Run 1, cells colored by class:
Bar = 20 um.
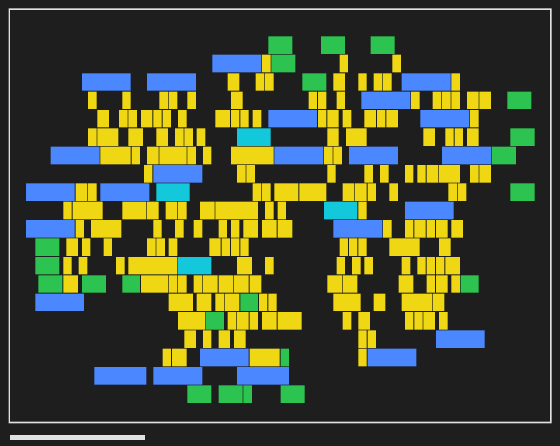
Run 1, the clock network:
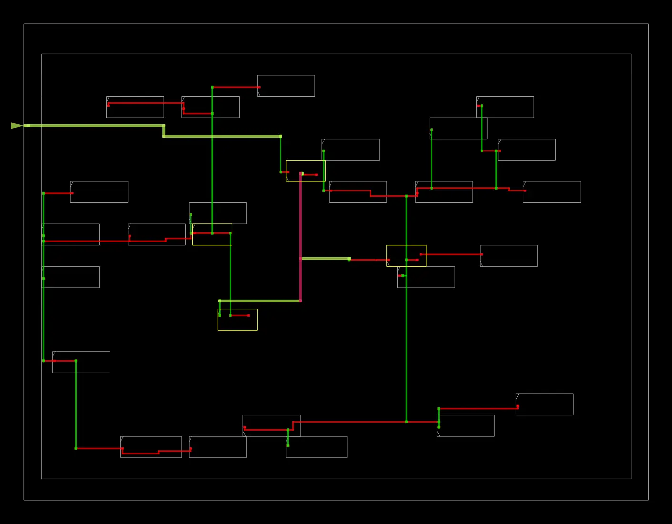
Run 1, met1 routing:
Supply wires on this layer in gray.
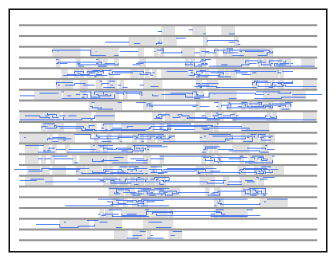
Run 1, sizing map:
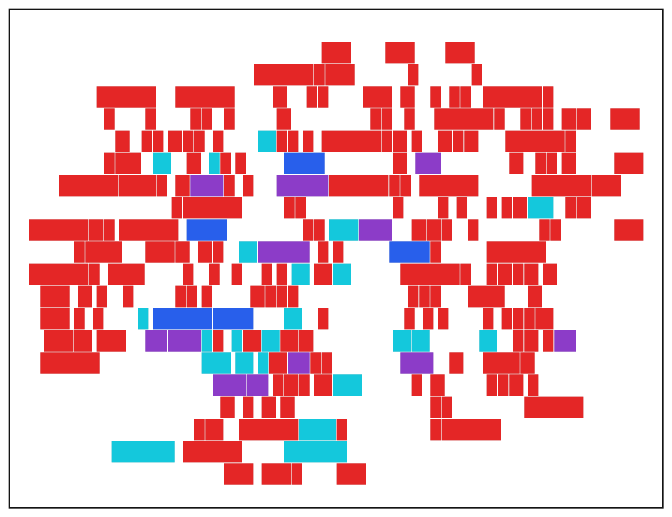
===== src/rtl/usb_tx.sv =====
`default_nettype none
// ============================================================================
// Module   : usb_tx
// Purpose  : Full-speed USB transmit bit engine (SYNC, payload, EOP) with NRZI
//            encoding and bit stuffing. Define USB_TX_CRC16_EN to append CRC16.
// Revision : 1.0  initial release
// ============================================================================
module usb_tx #(
  parameter int         CLKS_PER_BIT = 8,
  parameter logic [7:0] SYNC_BYTE    = 8'h80
) (
  input  logic       clk,
  input  logic       rst,
  input  logic       tx_start,
  input  logic [7:0] tx_data,
  input  logic       tx_empty,
  output logic       r_enable,
  output logic       d_plus,
  output logic       d_minus,
  output logic       tx_busy,
  output logic       tx_done,
  output logic       tx_error
);

  localparam int              C_TW   = $clog2(CLKS_PER_BIT);
  localparam logic [C_TW-1:0] C_TMAX = C_TW'(CLKS_PER_BIT - 1);

  typedef enum logic [2:0] {
    S_IDLE    = 3'd0,
    S_SYNC    = 3'd1,
    S_DATA    = 3'd2,
    S_CRC     = 3'd3,
    S_EOP_SE0 = 3'd4,
    S_EOP_J   = 3'd5
  } t_state;

  t_state          r_state, w_state_n;
  logic [C_TW-1:0] r_timer, w_timer_n;
  logic            r_line, w_line_n;
  logic [2:0]      r_ones, w_ones_n;
  logic            r_stuff, w_stuff_n;
  logic [3:0]      r_bitcnt, w_bitcnt_n;
  logic [15:0]     r_shift, w_shift_n;
  logic            r_done, w_done_n;
  logic            r_error, w_error_n;
  logic            w_tick, w_pop, w_send, w_bit;
  logic [3:0]      w_last_idx;

`ifdef USB_TX_CRC16_EN
  logic [15:0] r_crc, w_crc_n;

  // Reflected form of x^16+x^15+x^2+1, one byte LSB first.
  function automatic logic [15:0] f_crc16(input logic [15:0] i_crc, input logic [7:0] i_byte);
    logic [15:0] v_crc;
    v_crc = i_crc;
    for (int k = 0; k < 8; k++) begin
      if (v_crc[0] ^ i_byte[k]) v_crc = (v_crc >> 1) ^ 16'hA001;
      else                      v_crc = v_crc >> 1;
    end
    return v_crc;
  endfunction

  assign w_last_idx = (r_state == S_CRC) ? 4'd15 : 4'd7;
`else
  assign w_last_idx = 4'd7;
`endif

  assign w_tick = (r_timer == C_TMAX);

  always_comb begin
    w_state_n  = r_state;
    w_timer_n  = r_timer;
    w_line_n   = r_line;
    w_ones_n   = r_ones;
    w_stuff_n  = r_stuff;
    w_bitcnt_n = r_bitcnt;
    w_shift_n  = r_shift;
    w_done_n   = 1'b0;
    w_error_n  = 1'b0;
    w_pop      = 1'b0;
    w_send     = 1'b0;
    w_bit      = 1'b0;
`ifdef USB_TX_CRC16_EN
    w_crc_n    = r_crc;
`endif
    if (r_state != S_IDLE) w_timer_n = w_tick ? '0 : r_timer + 1'b1;

    case (r_state)
      S_IDLE: begin
        if (tx_start) begin
          if (tx_empty) begin
            w_error_n = 1'b1;
          end else begin
            w_state_n  = S_SYNC;
            w_timer_n  = '0;
            w_shift_n  = {8'h00, SYNC_BYTE};
            w_bitcnt_n = '0;
            w_stuff_n  = 1'b0;
            w_ones_n   = '0;
            w_send     = 1'b1;
            w_bit      = SYNC_BYTE[0];
`ifdef USB_TX_CRC16_EN
            w_crc_n    = 16'hFFFF;
`endif
          end
        end
      end
      S_SYNC, S_DATA, S_CRC: begin
        if (w_tick) begin
          // A stuff bit takes priority over advancing, so it also precedes EOP.
          if (!r_stuff && r_ones == 3'd6) begin
            w_stuff_n = 1'b1;
            w_send    = 1'b1;
            w_bit     = 1'b0;
          end else if (r_bitcnt != w_last_idx) begin
            w_stuff_n  = 1'b0;
            w_bitcnt_n = r_bitcnt + 4'd1;
            w_shift_n  = r_shift >> 1;
            w_send     = 1'b1;
            w_bit      = r_shift[1];
          end else if (!tx_empty && r_state != S_CRC) begin
            w_pop      = 1'b1;
            w_state_n  = S_DATA;
            w_stuff_n  = 1'b0;
            w_bitcnt_n = '0;
            w_shift_n  = {8'h00, tx_data};
            w_send     = 1'b1;
            w_bit      = tx_data[0];
`ifdef USB_TX_CRC16_EN
            w_crc_n    = f_crc16(r_crc, tx_data);
          end else if (r_state != S_CRC) begin
            w_state_n  = S_CRC;
            w_stuff_n  = 1'b0;
            w_bitcnt_n = '0;
            w_shift_n  = ~r_crc;
            w_send     = 1'b1;
            w_bit      = ~r_crc[0];
`endif
          end else begin
            w_state_n  = S_EOP_SE0;
            w_stuff_n  = 1'b0;
            w_bitcnt_n = '0;
            w_line_n   = 1'b1;
          end
        end
      end
      S_EOP_SE0: begin
        if (w_tick) begin
          if (r_bitcnt == 4'd1) begin
            w_state_n  = S_EOP_J;
            w_bitcnt_n = '0;
          end else begin
            w_bitcnt_n = r_bitcnt + 4'd1;
          end
        end
      end
      S_EOP_J: begin
        if (w_tick) begin
          w_state_n = S_IDLE;
          w_done_n  = 1'b1;
        end
      end
      default: w_state_n = S_IDLE;
    endcase

    // NRZI: a 0 toggles the line and breaks the run of ones.
    if (w_send) begin
      if (w_bit) begin
        w_ones_n = w_ones_n + 3'd1;
      end else begin
        w_ones_n = '0;
        w_line_n = ~w_line_n;
      end
    end
  end

  always_ff @(posedge clk) begin
    if (rst) begin
      r_state  <= S_IDLE;
      r_timer  <= '0;
      r_line   <= 1'b1;
      r_ones   <= '0;
      r_stuff  <= 1'b0;
      r_bitcnt <= '0;
      r_shift  <= '0;
      r_done   <= 1'b0;
      r_error  <= 1'b0;
`ifdef USB_TX_CRC16_EN
      r_crc    <= 16'hFFFF;
`endif
    end else begin
      r_state  <= w_state_n;
      r_timer  <= w_timer_n;
      r_line   <= w_line_n;
      r_ones   <= w_ones_n;
      r_stuff  <= w_stuff_n;
      r_bitcnt <= w_bitcnt_n;
      r_shift  <= w_shift_n;
      r_done   <= w_done_n;
      r_error  <= w_error_n;
`ifdef USB_TX_CRC16_EN
      r_crc    <= w_crc_n;
`endif
    end
  end

  assign r_enable = w_pop & ~rst;
  assign d_plus   = (r_state == S_EOP_SE0) ? 1'b0 : r_line;
  assign d_minus  = (r_state == S_EOP_SE0) ? 1'b0 : ~r_line;
  assign tx_busy  = (r_state != S_IDLE);
  assign tx_done  = r_done;
  assign tx_error = r_error;

endmodule
`default_nettype wire

===== config.mk =====
export PLATFORM = sky130hd
export DESIGN_NAME = usb_tx
export DESIGN_NICKNAME = d
export VERILOG_FILES = /design/src/rtl/usb_tx.sv
export SDC_FILE = /design/constraint.sdc
export NUM_CORES = 1
export LEC_CHECK = 0
export ABC_AREA = 1
export CORE_ASPECT_RATIO = 0.75
export CORE_MARGIN = 2
export CORE_UTILIZATION = 35
export CTS_CLUSTER_SIZE = 8
export DETAILED_ROUTE_END_ITERATION = 10
export RECOVER_POWER = 100
export SETUP_SLACK_MARGIN = 0.3
export SYNTH_ARGS = -nofsm -noshare
export SYNTH_HDL_FRONTEND = slang
export SYNTH_SLANG_ARGS = --single-unit

===== constraint.sdc =====
create_clock -name clk -period 3.03 [get_ports clk]
set_clock_uncertainty 0.2 [all_clocks]
set_input_delay 0.7575 -clock clk [delete_from_list [all_inputs] [get_ports clk]]
set_output_delay 0.7575 -clock clk [all_outputs]
set_load 0.01 [all_outputs]

==> results.json, run 1 <==
{
  "status": "finished clean",
  "grtUsageMet2": 0.232,
  "holdWs_ns": 0.269,
  "wl_per_cell_um": 11.2,
  "layout.nonclk_buf_frac": 0.110,
  "largest_reg_flops": 7,
  "crit_arrival_ns": 1.76,
  "tapCellCount": 55,
  "drv_cap": 0,
  "power.share.combinational": 0.436,
  "clock_buffers": 4,
  "setup_viol": 0,
  "drtIter0Drc": 79,
  "clockNetworkAreaShare": 0.0306,
  "max_slew_margin": 0.625,
  "syn_nets": 239,
  "layout.non_clock_inverters": 24,
  "synth-seq-cells": 24,
  "fp_util": 0.369,
  "period_used_share": 0.898,
  "core-area_mm2": 0.00410,
  "grtUsageMet3": 0.0342,
  "dominant-cell-class": "multi-input combinational cells",
  "p_leak_uw": 0.000762,
  "wl_met2_mm": 1.40,
  "min_period_ns": 2.72,
  "pg_comb_uw": 494,
  "cts_resized": 5,
  "rsz0062_at_grt": "no",
  "clkTransAtPathRegs_ns": 0.09,
  "synth_seq_share": 0.317,
  "cts_tree": "yes",
  "nFillCells": 432,
  "die_x_um": 80.0,
  "antenna_found_initial": 0,
  "intPower_uw": 663,
  "pwr_density_cell_mw_per_mm2": 630,
  "switchingPower_uw": 471,
  "grt_overflow": 0,
  "layout_top_cells": "nand2_1 (57), nor2_1 (35), dfxtp_1 (22)",
  "ys_types": 28,
  "seqPwrFrac": 0.365,
  "fin_util": 0.438,
  "cts_buffers": 3,
  "place_hpwl_mm": 2.48,
  "final_max_slew_viol_count": 0,
  "common_cells": "nand2_1 (55), nor2_1 (33), dfxtp_1 (24)",
  "synthArstFlopShare": 0,
  "ant_nets": 0,
  "finalPower_uw": 1130,
  "comb_cells": 169,
  "clock_latency_ns": 0.27,
  "seq_share": 0.269,
  "hold_buffers": 0,
  "die_area_mm2": 0.00488,
  "diodes": 0,
  "synth_cells": 222,
  "critPathLaunch": "rst",
  "grt_pass1_wl_mm": 5.56,
  "p_sw_frac": 0.416,
  "rrSetupSlack_ns": 0.92,
  "root_buffer": "clkbuf_8",
  "r2r_start": "r_bitcnt[0]$_SDFFE_PP0P_",
  "pin_count": 18,
  "highest_layer": "met4",
  "layout-drive-gt1-share": 0.165,
  "regMostFlops": "r_shift",
  "yosysWarnings": 0
}
Notes on 'cells colored by class' above:
color	class	cells	share of their area
blue	flip-flops	24	28%
yellow	all other logic	193	57%
cyan	clock drivers and dummy loads	4	3.2%
green	other buffers and delay cells	22	11%
Final Instance Area: 0.00180 mm^2
row cnt: 20

Notes on 'the clock network' above:
Clock group: 226 uW
Clock Sinks: 24
sequential cells: 24

Notes on 'met1 routing' above:
nets with wire on the layer	238
longest straight run	26.7 um
share of all routed wire	54%
met1 Usage GRT: 0.216
Via Count: 1376
drt total wl: 3.35 mm

Notes on 'sizing map' above:
color	size	cells	share
blue	drive 6 and up	5	2.1%
cyan	drive 2	23	9.5%
purple	drive 3 to 4	12	4.9%
red	drive 1 or less	203	84%

-- run 1: logic make-up (layout without fill, tap and decap cells) --
logic type | after synthesis | in the layout | share of synthesized area
compound gates | 28 | 28 | 0.101
xor+xnor | 1 | 1 | 0.00578
fa+ha+maj | 5 | 5 | 0.0413
buf+inv | 29 | 50 | 0.0817
flops | 24 | 24 | 0.317
simple gates | 135 | 135 | 0.453
-- run 1: worst max-delay path: stages --
cell and delay [ns]:
dlygate4sd3_1 0.57, nor4_2 0.26, clkbuf_1 0.18
-- run 1: final timing paths --
kind                            to  cells after the start
max reg2reg   r_ones[0]$_SDFF_PP0_                      9
min reg2reg  r_timer[1]$_SDFF_PP0_                      2
min          r_timer[1]$_SDFF_PP0_                      2
max                       r_enable                      3
Run 1, clock distribution:
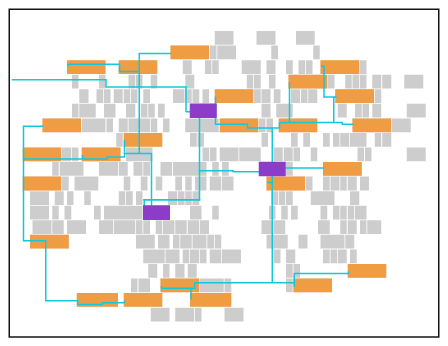

==> run 1 -> run 2 <==
--- a/config.mk
+++ b/config.mk
@@ -6,7 +6,6 @@
 export NUM_CORES = 1
 export LEC_CHECK = 0
 export ABC_AREA = 1
-export CORE_ASPECT_RATIO = 0.75
 export CORE_MARGIN = 2
 export CORE_UTILIZATION = 35
 export CTS_CLUSTER_SIZE = 8
Run 2, clock distribution:
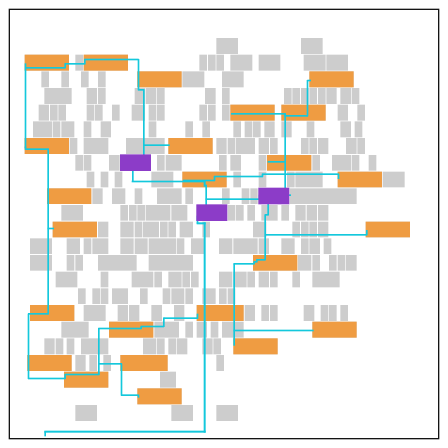
[orange] flip-flops | count: 24
[purple] cells driving clock nets | count: 3
[cyan] clock wires | length: 372 um
routed clock nets	4
flops lie	all over the die

==> run 2 against run 1 <==
  * Non-clock buffer count rose by 3
  * Count of clock-buffer cells in the layout decreased by 1
  * Global-route usage shrank 0.40 points
  * Register-to-register slack barely moved
  * Highest routed layer unchanged
==> results.json, run 2 <==
{
  "path_cells": "dlygate4sd3_1, inv_2, nand2_2, nor4_2, buf_2",
  "synth-seq-cells": 24,
  "slowest_stage": "dlygate4sd3_1",
  "fp_util": 0.371,
  "grtUsageMet2": 0.252,
  "synth_seq_share": 0.317,
  "topCombFamilyByArea": "simple AND/OR/NAND/NOR gates",
  "rows": 23,
  "hold_depth": 2,
  "yosysWarnings": 0,
  "largest_reg_flops": 7,
  "antenna_found_initial": 0,
  "crit_buf_inv": 3,
  "grt_pass1_wl_mm": 5.76,
  "ys_types": 28,
  "syn_nets": 239,
  "cp.depth": 5,
  "rsz0062_at_grt": "no",
  "rrSetupSlack_ns": 0.92,
  "layout-drive-gt1-share": 0.179,
  "drt_wl_total_mm": 3.34,
  "highest_layer": "met4",
  "crit_arrival_ns": 1.86,
  "critical_path.top_delay_family": "buffers and inverters",
  "grtUsageMet1": 0.178,
  "r2r_cells": 9,
  "max_slew_margin": 0.624,
  "die_area_mm2": 0.00487,
  "drtIter0Drc": 81,
  "setup_viol": 0,
  "cts_buffers": 3,
  "compound_area_frac": 0.101,
  "synthArstFlopShare": 0,
  "period_used_share": 0.928,
  "adder_share": 0.0413,
  "root_buffer": "clkbuf_8",
  "numClockSinks": 24,
  "worst_setup_path_start_kind": "input port",
  "power.share.combinational": 0.426,
  "die_x_um": 69.8,
  "pwr_density_cell_mw_per_mm2": 664,
  "grt_overflow": 0,
  "grtUsageMet3": 0.0349,
  "clkTransAtPathRegs_ns": 0.09,
  "clock_latency_ns": 0.27,
  "ys_sh_mux": 0,
  "hold_buffers": 0,
  "switchingPower_uw": 474,
  "regMostFlops": "r_shift",
  "p_sw_frac": 0.390,
  "pin_count": 18,
  "seqPwrFrac": 0.338,
  "common_cells": "nand2_1 (55), nor2_1 (33), dfxtp_1 (24)",
  "intPower_uw": 742,
  "r2r-end": "r_ones[0]$_SDFF_PP0_",
  "pg_comb_uw": 518,
  "layout_top_cells": "nand2_1 (57), nor2_1 (35), dfxtp_1 (22)",
  "status": "finished clean",
  "crit_type": "in -> out",
  "finalPower_uw": 1220,
  "diodes": 0,
  "drv_cap": 0,
  "critPathLaunch": "tx_empty",
  "min_period_ns": 2.81,
  "r2r_start": "r_bitcnt[0]$_SDFFE_PP0P_",
  "p_leak_uw": 0.000788,
  "wl_per_cell_um": 11.3,
  "cts_resized": 6,
  "synthXorXnorAreaFrac": 0.00578,
  "core-area_mm2": 0.00409,
  "holdWs_ns": 0.270
}
Run 2, sizing map:
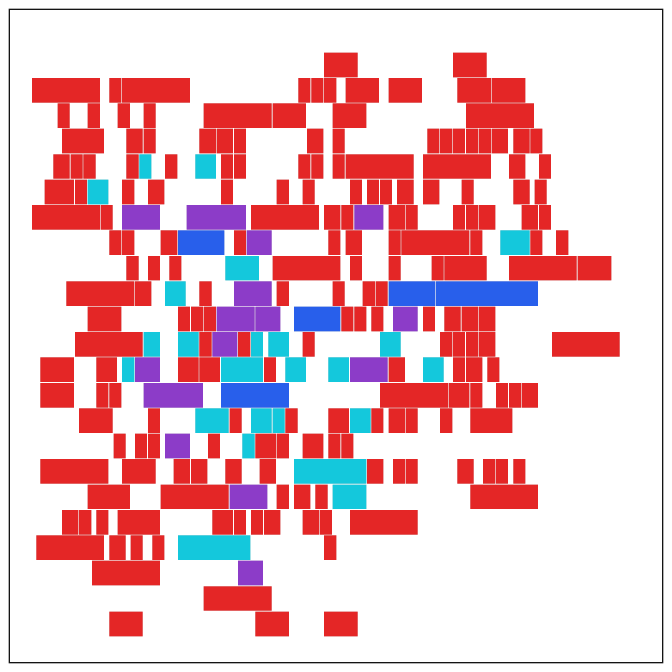
color	size	cells	share
blue	drive 6 and up	5	2.0%
purple	drive 3 to 4	15	6.1%
red	drive 1 or less	202	82%
cyan	drive 2	24	9.8%

[run 2: netlist changes by cell type in the layout (fill, tap and decap cells not counted), sizes merged]
cell,delta
buf,+4
clkbuf,-2
bufinv,+1
[run 2: cell type report]
type / instances / area, um^2
Clock buffer: 3 / 41.3
Clock inverter: 1 / 30.0
Fill cell: 439 / 2250
Inverter: 24 / 95.1
Multi-Input combinational cell: 169 / 898
Sequential cell: 24 / 483
Tap cell: 50 / 62.6
Timing Repair Buffer: 25 / 221
[run 2: stage by stage]
stage	area, um^2	TNS [ns]	cells	utilization
final	1830	0	296	0.448
after global routing	1830	0	296	0.448
after CTS	1830	0	293	0.448
after detailed placement	1760	-0.0982	289	0.430
after global placement	1760	-0.101	289	0.430
after floorplan	1520	0	222	-
Power is estimated from default activity; no workload was simulated.
